### Routed metal, one color a layer, run 1

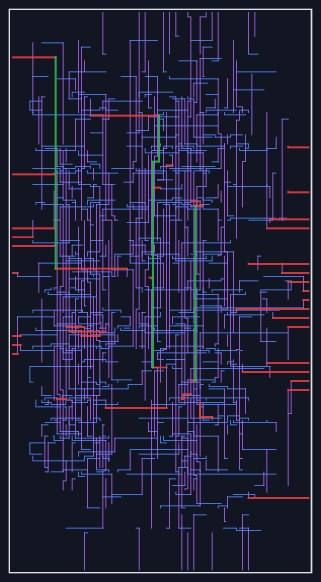
### Sequential cells colored by netlist name, run 1

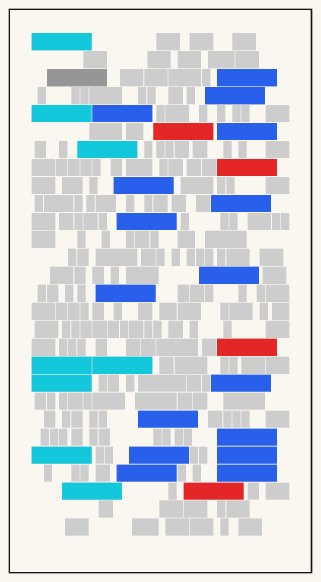
### Logic cells by family, run 1

Scale bar: 10 um.
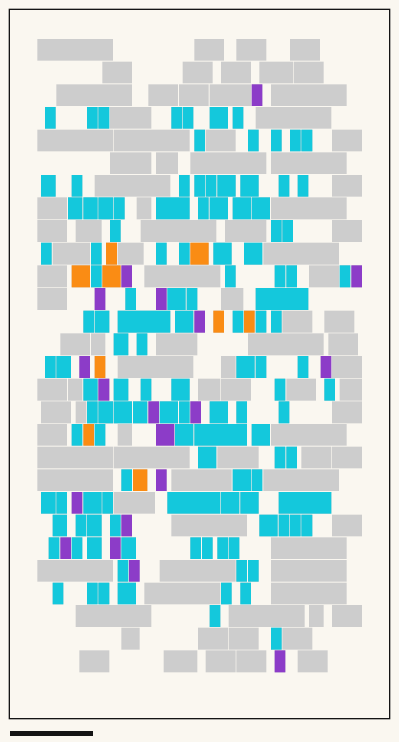
$ cat src/rtl/demux_stream.sv
// demux_stream: one-hot 1-to-N stream demux with a 1-entry registered slot per output;
// beats with a non-one-hot select are accepted, dropped, flagged and counted.
module demux_stream #(
  parameter int DATA_W = 4,
  parameter int N_OUT  = 4,
  parameter int CNT_W  = 8
)(
  input  logic                    clk_i,
  input  logic                    rst_ni,
  input  logic                    in_valid_i,
  output logic                    in_ready_o,
  input  logic [DATA_W-1:0]       in_data_i,
  input  logic [N_OUT-1:0]        in_sel_i,
  output logic [N_OUT-1:0]        out_valid_o,
  input  logic [N_OUT-1:0]        out_ready_i,
  output logic [N_OUT*DATA_W-1:0] out_data_o,
  output logic                    err_o,
  output logic [CNT_W-1:0]        drop_cnt_o,
  input  logic                    err_clr_i
);
  localparam logic [N_OUT-1:0] ONE = {{(N_OUT-1){1'b0}}, 1'b1};
  logic [N_OUT-1:0]        r_valid;
  logic [N_OUT*DATA_W-1:0] r_data;
  logic [CNT_W-1:0]        r_cnt;
  logic                    r_err;
  logic                    w_legal, w_ready_leg, w_acc, w_drop;
  logic [N_OUT-1:0]        w_load;
  assign w_legal     = (in_sel_i != '0) && ((in_sel_i & (in_sel_i - ONE)) == '0);
  // a slot can take a beat when empty or being drained in the same cycle
  assign w_ready_leg = |(in_sel_i & (~r_valid | out_ready_i));
  assign in_ready_o  = w_legal ? w_ready_leg : 1'b1;
  assign w_acc       = in_valid_i & in_ready_o;
  assign w_drop      = w_acc & ~w_legal;
  assign w_load      = (w_acc & w_legal) ? in_sel_i : '0;
  always_ff @(posedge clk_i or negedge rst_ni) begin
    if (!rst_ni) begin
      r_valid <= '0;
      r_data  <= '0;
    end else begin
      r_valid <= w_load | (r_valid & ~out_ready_i);
      for (int k = 0; k < N_OUT; k++)
        if (w_load[k]) r_data[k*DATA_W +: DATA_W] <= in_data_i;
    end
  end
  // a drop in the same cycle as a clear wins, restarting the count at one
  always_ff @(posedge clk_i or negedge rst_ni) begin
    if (!rst_ni) begin
      r_err <= 1'b0;
      r_cnt <= '0;
    end else if (w_drop) begin
      r_err <= 1'b1;
      r_cnt <= err_clr_i ? {{(CNT_W-1){1'b0}}, 1'b1} : (&r_cnt ? r_cnt : r_cnt + 1'b1);
    end else if (err_clr_i) begin
      r_err <= 1'b0;
      r_cnt <= '0;
    end
  end
  assign out_valid_o = r_valid;
  assign out_data_o  = r_data;
  assign err_o       = r_err;
  assign drop_cnt_o  = r_cnt;
endmodule

$ cat config.mk
export PLATFORM = sky130hd
export DESIGN_NAME = demux_stream
export DESIGN_NICKNAME = d
export VERILOG_FILES = /design/src/rtl/demux_stream.sv
export SDC_FILE = /design/constraint.sdc
export NUM_CORES = 1
export LEC_CHECK = 0
export ABC_AREA = 1
export CAP_MARGIN = 20
export CORE_ASPECT_RATIO = 2
export CORE_MARGIN = 3
export CORE_UTILIZATION = 51
export CTS_CLUSTER_DIAMETER = 100
export CTS_CLUSTER_SIZE = 14
export DETAILED_ROUTE_END_ITERATION = 16
export GPL_ROUTABILITY_DRIVEN = 0
export GPL_TIMING_DRIVEN = 0
export PLACE_DENSITY = 0.83
export SKIP_LAST_GASP = 1
export SLEW_MARGIN = 15
export SYNTH_ARGS = -nofsm -noshare
export SYNTH_HDL_FRONTEND = slang
export SYNTH_SLANG_ARGS = --single-unit
$ cat constraint.sdc
create_clock -name clk_i -period 2.65 [get_ports clk_i]
set_clock_uncertainty 0.05 [all_clocks]
set_input_delay 0.53 -clock clk_i [delete_from_list [all_inputs] [get_ports clk_i]]
set_output_delay 0.53 -clock clk_i [all_outputs]
set_load 0.005 [all_outputs]
==> impl_metrics.csv, run 1 <==
group,metric,value,unit
status,status,"complete, no violations",
grt,grt_pass1_vias,1455,
final_layout,mostFrequentLayoutCells,"nand2_1, clkdlybuf4s50_1, dfrtp_1",
flow_run,drv_cap,0,
power,maxPowerGroup,"sequential cells",
final_layout,comb_cells,138,
timing,worstMarginPinSlew,0.6370,ns
final_layout,fin_nets,261,
power,peakVddDrop,0.0004809,V
power,seq_power_share,0.435,
final_layout,num_antenna_cells,0,
worst_setup_path,path_buffers,3,
power,p_total,1.262,mW
detailed_routing,drcViolationCount,0,
final_layout,drive_gt1_frac,0.1469,
yosys,ys.flops,29,
power,seq_power,0.549,mW
final_layout,logic_area,706.9,um2
power,comb_power_share,0.250,
die,io_pins,46,
power,combinationalPower,0.316,mW
cts,cts_hold_buf,0,
cts,ctsRootBufferMaster,"clkbuf_8",
final_layout,layout.nonclk_buf_frac,0.2301,
final_layout,flops,29,
grt,grt_max_degree,30,
final_layout,non_clock_inverter_count,19,
grt,gr-usage-all-layers,0.2244,
yosys,ys_chip_area,1593,um2
timing,maxSlewViolCount,0,
final_layout,clk_share,0.04742,
power,p_int,0.9220,mW
yosys,ys_warn_count,0,
cts,clk_path_buf_depth,2,
yosys,syn-num-nets,213,
worst_setup_path,crit_top_cell,"nand2_1",
worst_setup_path,critical-path-top-delay-family,"buffers and inverters",
-- 'Routed metal, one color a layer' (at the start) --
M3 -> red  # wire length 174 um
M2 -> purple  # wire length 2180 um
M1 -> blue  # wire length 1310 um
M4 -> green  # wire length 97.5 um

-- 'Sequential cells colored by netlist name' (at the start) --
drop_cnt_o -> cyan  # sequential cells 8
out_data_o -> blue  # sequential cells 16
out_valid_o -> red  # sequential cells 4
not colored = 1

-- 'Logic cells by family' (at the start) --
inv cells -> purple  # cells 19
nor cells -> orange  # cells 9
nand cells -> cyan  # cells 123
Top cell excl fill/tap: nand2_1
fraction of area in multi-input gates: 0.3308
fin cells: 275

[run 1: how the worst min path moves through the flow]
stage,from,end,slack (ns),cells past startpoint
floorplan,rst_ni,drop_cnt_o[0]$_DFFE_PN0P_,0.18,0
global placement,out_data_o[4]$_DFFE_PN0P_,out_data_o[4]$_DFFE_PN0P_,0.40,2
detailed placement,out_data_o[4]$_DFFE_PN0P_,out_data_o[4]$_DFFE_PN0P_,0.41,2
CTS,rst_ni,out_valid_o[3]$_DFF_PN0_,0.24,1
global route,rst_ni,out_valid_o[3]$_DFF_PN0_,0.27,1
finish,rst_ni,out_valid_o[3]$_DFF_PN0_,0.22,1
[run 1: layer usage]
metal	part of all wire	vias up	track usage	wire [um]
met5	0	-	0	0
met4	0.026	0	0.1173	97
met3	0.046	8	0.04034	173
met2	0.58	51	0.4089	2177
met1	0.35	664	0.2198	1306
li1	-	725	-	-
[run 1: cell usage after synthesis (all sizes together)]
master,n
xor2,1
clkbuf,1
buf,9
nand4,19
and2,1
nand2,83
dfrtp,29
nor3,1
o21ai,2
nor2,8
ha,1
inv,19
nand3,21
xnor2,1
[run 1: cell families (layout without fill, tap and decap cells)]
| group | after synthesis | after routing | synth area share |
|---|---|---|---|
| AND-OR/OR-AND | 2 | 2 | 0.006278 |
| XOR/XNOR | 2 | 2 | 0.01100 |
| adder cells (fa/ha/maj) | 1 | 1 | 0.007854 |
| buffers and inverters | 29 | 78 | 0.1005 |
| flip-flops | 29 | 29 | 0.4556 |
| AND/OR/NAND/NOR | 133 | 133 | 0.4187 |
[run 1: sequential cells by signal, summed over array words and instances (netlist names)]
signal and count:
out_valid_o 4, out_data_o 16, drop_cnt_o 8, err_o 1
### Clock routing, run 1

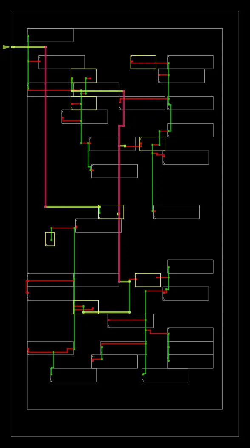

==> run 2, diff against run 1 <==
--- a/config.mk
+++ b/config.mk
@@ -6,9 +6,7 @@
 export NUM_CORES = 1
 export LEC_CHECK = 0
 export ABC_AREA = 1
-export CAP_MARGIN = 20
 export CORE_ASPECT_RATIO = 2
-export CORE_MARGIN = 3
 export CORE_UTILIZATION = 51
 export CTS_CLUSTER_DIAMETER = 100
 export CTS_CLUSTER_SIZE = 14
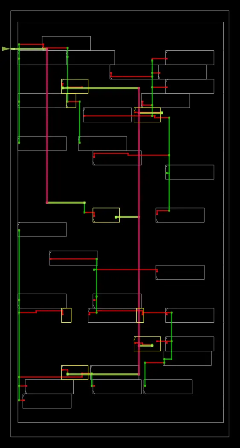
*Clock routing, run 2*
TritonCTS buffer count: 5
clk_buf instances: 6
Latency at later pin: 0.29 ns
Clk power: 0.354 mW

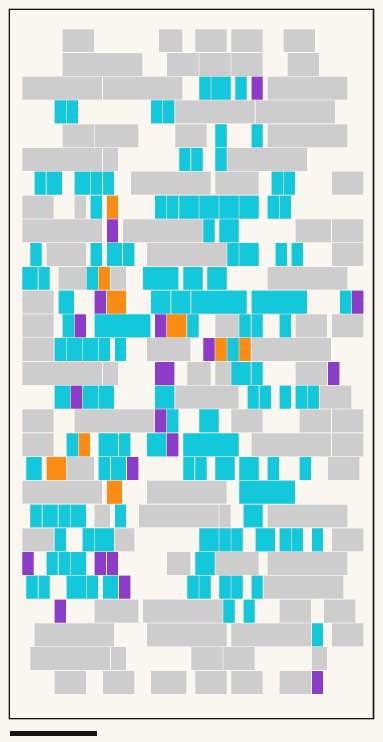
*Logic cells by family, run 2*
Scale bar: 10 um.
inv cells -> purple  # cells 19
nand cells -> cyan  # cells 123
nor cells -> orange  # cells 9

==> impl_metrics.csv, run 2 <==
group,metric,value,unit
status,status,"complete, no violations",
timing,finalSetupTns,0,ns
final_layout,logic_area,706.9,um2
final_layout,largest_register_ffs,16,
grt,grt_max_degree,30,
yosys,ys_chip_area,1593,um2
worst_setup_path,critical_path_class,"in2out",
yosys,async_reset_ff_frac,1.000,
final_layout,fin_nets,261,
detailed_routing,drcViolationCount,0,
worst_setup_path,critical-path-top-delay-family,"buffers and inverters",
final_layout,comb_cells,138,
final_layout,flops,29,
final_layout,layout.nonclk_buf_frac,0.2321,
yosys,edf_count,0,
worst_setup_path,crit_top_cell,"nand2_1",
yosys,yosysMostFrequentCell,"nand2_1",
die,io_pins,46,
cts,htree_levels,2,
cts,cts_hold_buf,0,
timing,finalCritPeriodShare,0.9052,
final_layout,comb_share,0.3337,
final_layout,stdcell_count,275,
yosys,ys.flops,29,
grt,grt_pass1_vias,1377,
final_layout,non_clock_inverter_count,19,
detailed_routing,routed_wl,3.569,mm
final_layout,num_antenna_cells,0,
worst_setup_path,path_buffers,3,
power,p_total,1.216,mW
flow_run,drv_cap,0,
final_layout,drive_gt1_frac,0.1429,
yosys,flop_cell,"dfrtp_1",
timing,worstMarginPinSlew,0.6433,ns
yosys,ys_top_cells_by_count,"nand2_1, dfrtp_1, nand4_1, nand3_1, inv_1",
grt,gr-usage-all-layers,0.2399,
final_layout,clk_share,0.03898,
cts,clk_path_buf_depth,2,
cts,ctsRootBufferMaster,"clkbuf_8",
yosys,ys_warn_count,0,
timing,relSlewSlack,0.5711,
yosys,syn-num-nets,213,
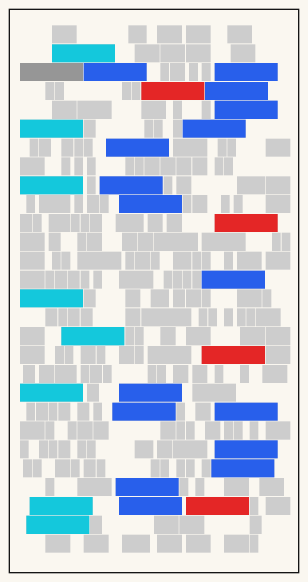
*Sequential cells colored by netlist name, run 2*
out_data_o -> blue  # sequential cells 16
drop_cnt_o -> cyan  # sequential cells 8
out_valid_o -> red  # sequential cells 4
register share of the cell area: 0.3426
Register Area: 725.7 um2

-- run 2: netlist changes by cell type in the layout (fill, tap and decap cells not counted) --
cell      change
clkbuf_8      -2
clkbuf_1      +1
clkinv_2      +1
-- run 2: report_power, final --
group          internal, mW  switching (mW)
logic                 0.178           0.135
clock network         0.181           0.172
registers             0.509          0.0401
-- run 2: worst min path at each step --
stage | startpoint | cells after the start | slack, ns | to
6_report | rst_ni | 1 | 0.21 | out_data_o[9]$_DFFE_PN0P_
5_1_grt | rst_ni | 1 | 0.28 | out_data_o[11]$_DFFE_PN0P_
4_1_cts | rst_ni | 1 | 0.23 | out_valid_o[3]$_DFF_PN0_
3_5_place_dp | out_data_o[8]$_DFFE_PN0P_ | 2 | 0.41 | out_data_o[8]$_DFFE_PN0P_
3_3_place_gp | out_data_o[8]$_DFFE_PN0P_ | 2 | 0.40 | out_data_o[8]$_DFFE_PN0P_
2_1_floorplan | rst_ni | 0 | 0.18 | drop_cnt_o[0]$_DFFE_PN0P_
-- run 2: logic make-up (layout without fill, tap and decap cells) --
logic type | Yosys count | after routing | synth area share
and+or+nand+nor | 133 | 133 | 0.4187
xor gates and xnor gates | 2 | 2 | 0.01100
AOI/OAI and AO/OA | 2 | 2 | 0.006278
adders and majority gates | 1 | 1 | 0.007854
buffers and inverters | 29 | 78 | 0.1005
DFF | 29 | 29 | 0.4556
-- run 2: metrics by stage --
stage	worst slack, ns	hold WS, ns
floorplan	0.8144	0.1844
detailed placement	0.2457	0.4076
global route	0.1409	0.2792
CTS	0.2432	0.2319
global placement	0.2525	0.4024
finish	0.2513	0.2090
-- run 2: layer usage --
metal  GRT usage  part of all wire
met5           0                 0
met1      0.2183              0.35
met3     0.05333             0.042
met4      0.1516             0.043
met2      0.4594              0.56
### Routed metal, one color a layer, run 2

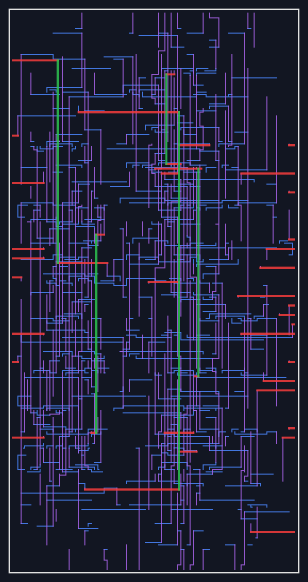

==> run 3, diff against run 2 <==
--- a/config.mk
+++ b/config.mk
@@ -15,7 +15,6 @@
 export GPL_TIMING_DRIVEN = 0
 export PLACE_DENSITY = 0.83
 export SKIP_LAST_GASP = 1
-export SLEW_MARGIN = 15
 export SYNTH_ARGS = -nofsm -noshare
 export SYNTH_HDL_FRONTEND = slang
 export SYNTH_SLANG_ARGS = --single-unit
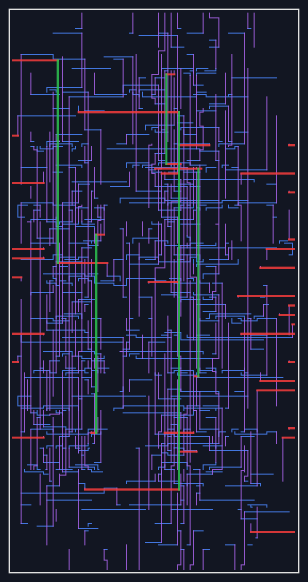
*Routed metal, one color a layer, run 3*
M3 -> red  # wire length 152 um
M4 -> green  # wire length 155 um
M2 -> purple  # wire length 2010 um
M1 -> blue  # wire length 1250 um
Total GRT Usage: 0.2399
WL final: 3.568 mm
vias post-DR: 1432
Routed wire per std cell: 12.97 um

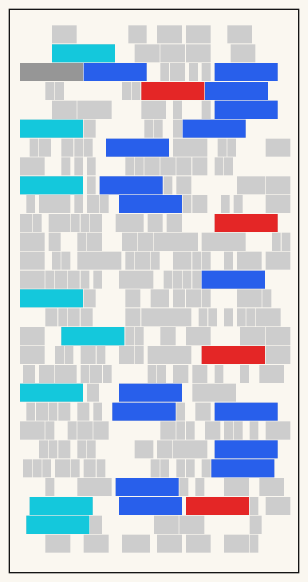
*Sequential cells colored by netlist name, run 3*
drop_cnt_o -> cyan  # sequential cells 8
out_data_o -> blue  # sequential cells 16
out_valid_o -> red  # sequential cells 4
not colored = 1
P_seq: 0.549 mW
Core Util, Final: 0.7113

==> impl_metrics.csv, run 3 <==
group,metric,value,unit
die,rows,28,
timing,whs,0.2090,ns
detailed_routing,drcViolationCount,0,
timing,maxSlewViolCount,0,
final_layout,non_clock_inverter_count,19,
final_layout,clkbuf_count,6,
final_layout,sh_seq_area,0.3426,
final_layout,num_antenna_cells,0,
cts,htree_levels,2,
final_layout,drive_gt1_frac,0.1429,
final_layout,fin_nets,261,
final_layout,layout.nonclk_buf_frac,0.2321,
final_layout,largest_register_ffs,16,
timing,finalCritPeriodShare,0.9052,
die,nWellTaps,30,
grt,met1_usage,0.2183,
grt,use_met3,0.05333,
detailed_routing,wl_met1,1.250,mm
yosys,yosysCellCount,196,
worst_setup_path,crit_top_cell,"nand2_1",
yosys,ys_top_cells_by_count,"nand2_1, dfrtp_1, nand4_1, nand3_1, inv_1",
grt,grt_max_degree,30,
power,peakVddDrop,0.0004770,V
yosys,async_reset_ff_frac,1.000,
yosys,area_leaders,"dfrtp_1, nand2_1, nand4_1",
yosys,edf_count,0,
yosys,syn-num-nets,213,
final_layout,clk_share,0.03898,
cts,clk_path_buf_depth,2,
final_layout,comb_cells,138,
final_layout,final_area,2118,um2
detailed_routing,top_layer,"met4",
final_layout,comb_share,0.3337,
flow_run,drv_cap,0,
timing,relSlewSlack,0.5711,
status,status,"complete, no violations",
cts,ctsRootBufferMaster,"clkbuf_8",
yosys,yosysMostFrequentCell,"nand2_1",
timing,finalSetupTns,0,ns
yosys,flop_cell,"dfrtp_1",
timing,fmax,416.9,MHz
cts,cts_made_buffers,5,
timing,worstMarginPinSlew,0.6433,ns
grt,grt_pass1_vias,1377,
detailed_routing,met3_length,151,um
yosys,ys_chip_area,1593,um2
detailed_routing,drt_pass1_iterations,4,
die,io_pins,46,
final_layout,seq_area,725.7,um2
yosys,ys_warn_count,0,
final_layout,stdcell_count,275,
final_layout,mostFrequentLayoutCell,"nand2_1",
grt,use_met2,0.4594,
grt,top_usage_layer,"met2",
worst_setup_path,critical_path_class,"in2out",
yosys,ys.flops,29,
final_layout,logic_area,706.9,um2
detailed_routing,met2_length,2.012,mm
cts,cts_hold_buf,0,
cts,clk_latency,0.29,ns
final_layout,mostFrequentLayoutCells,"nand2_1, clkdlybuf4s50_1, dfrtp_1",
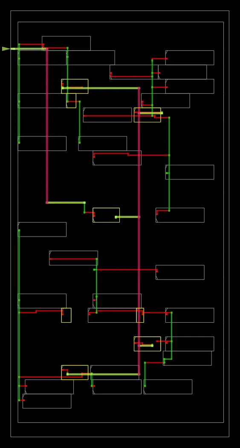
*Clock routing, run 3*
clock sinks: 29
Flop Count: 29

-- run 3: cell counts in the layout (fill, tap and decap cells not counted) --
No cell type changed its count.
-- run 3: report_power, final --
part	switching, mW	total (mW)	internal (mW)
logic	0.134	0.313	0.178
registers	0.0401	0.549	0.509
clock network	0.172	0.354	0.181
-- run 3: per-stage QoR --
stage / power (mW) / setup WS, ns
after floorplan: 0.6834 / 0.8144
after global routing: 1.279 / 0.1409
after detailed placement: 0.8754 / 0.2457
after global placement: 0.8657 / 0.2525
after CTS: 1.227 / 0.2432
final: 1.216 / 0.2513
-- run 3: cells by family after synthesis --
family,Yosys count,synth area share
AND/OR/NAND/NOR,133,0.4187
buffers and inverters,29,0.1005
flip-flops,29,0.4556
AND-OR/OR-AND,2,0.006278
XOR/XNOR,2,0.01100
adder cells (fa/ha/maj),1,0.007854
-- run 3: worst max-delay path: cells and delay by family --
family | cells | cell delay [ns]
buf+inv | 3 | 0.99
simple gates | 5 | 0.31
-- run 3: worst min-delay path by stage --
stage          slack (ns)  cells past startpoint                         end                 startpoint
2_1_floorplan        0.18                      0   drop_cnt_o[0]$_DFFE_PN0P_                     rst_ni
3_3_place_gp         0.40                      2   out_data_o[8]$_DFFE_PN0P_  out_data_o[8]$_DFFE_PN0P_
3_5_place_dp         0.41                      2   out_data_o[8]$_DFFE_PN0P_  out_data_o[8]$_DFFE_PN0P_
4_1_cts              0.42                      2   out_data_o[8]$_DFFE_PN0P_  out_data_o[8]$_DFFE_PN0P_
5_1_grt              0.28                      1  out_data_o[11]$_DFFE_PN0P_                     rst_ni
6_report             0.21                      1   out_data_o[9]$_DFFE_PN0P_                     rst_ni
Power is estimated from default activity; no workload was simulated.
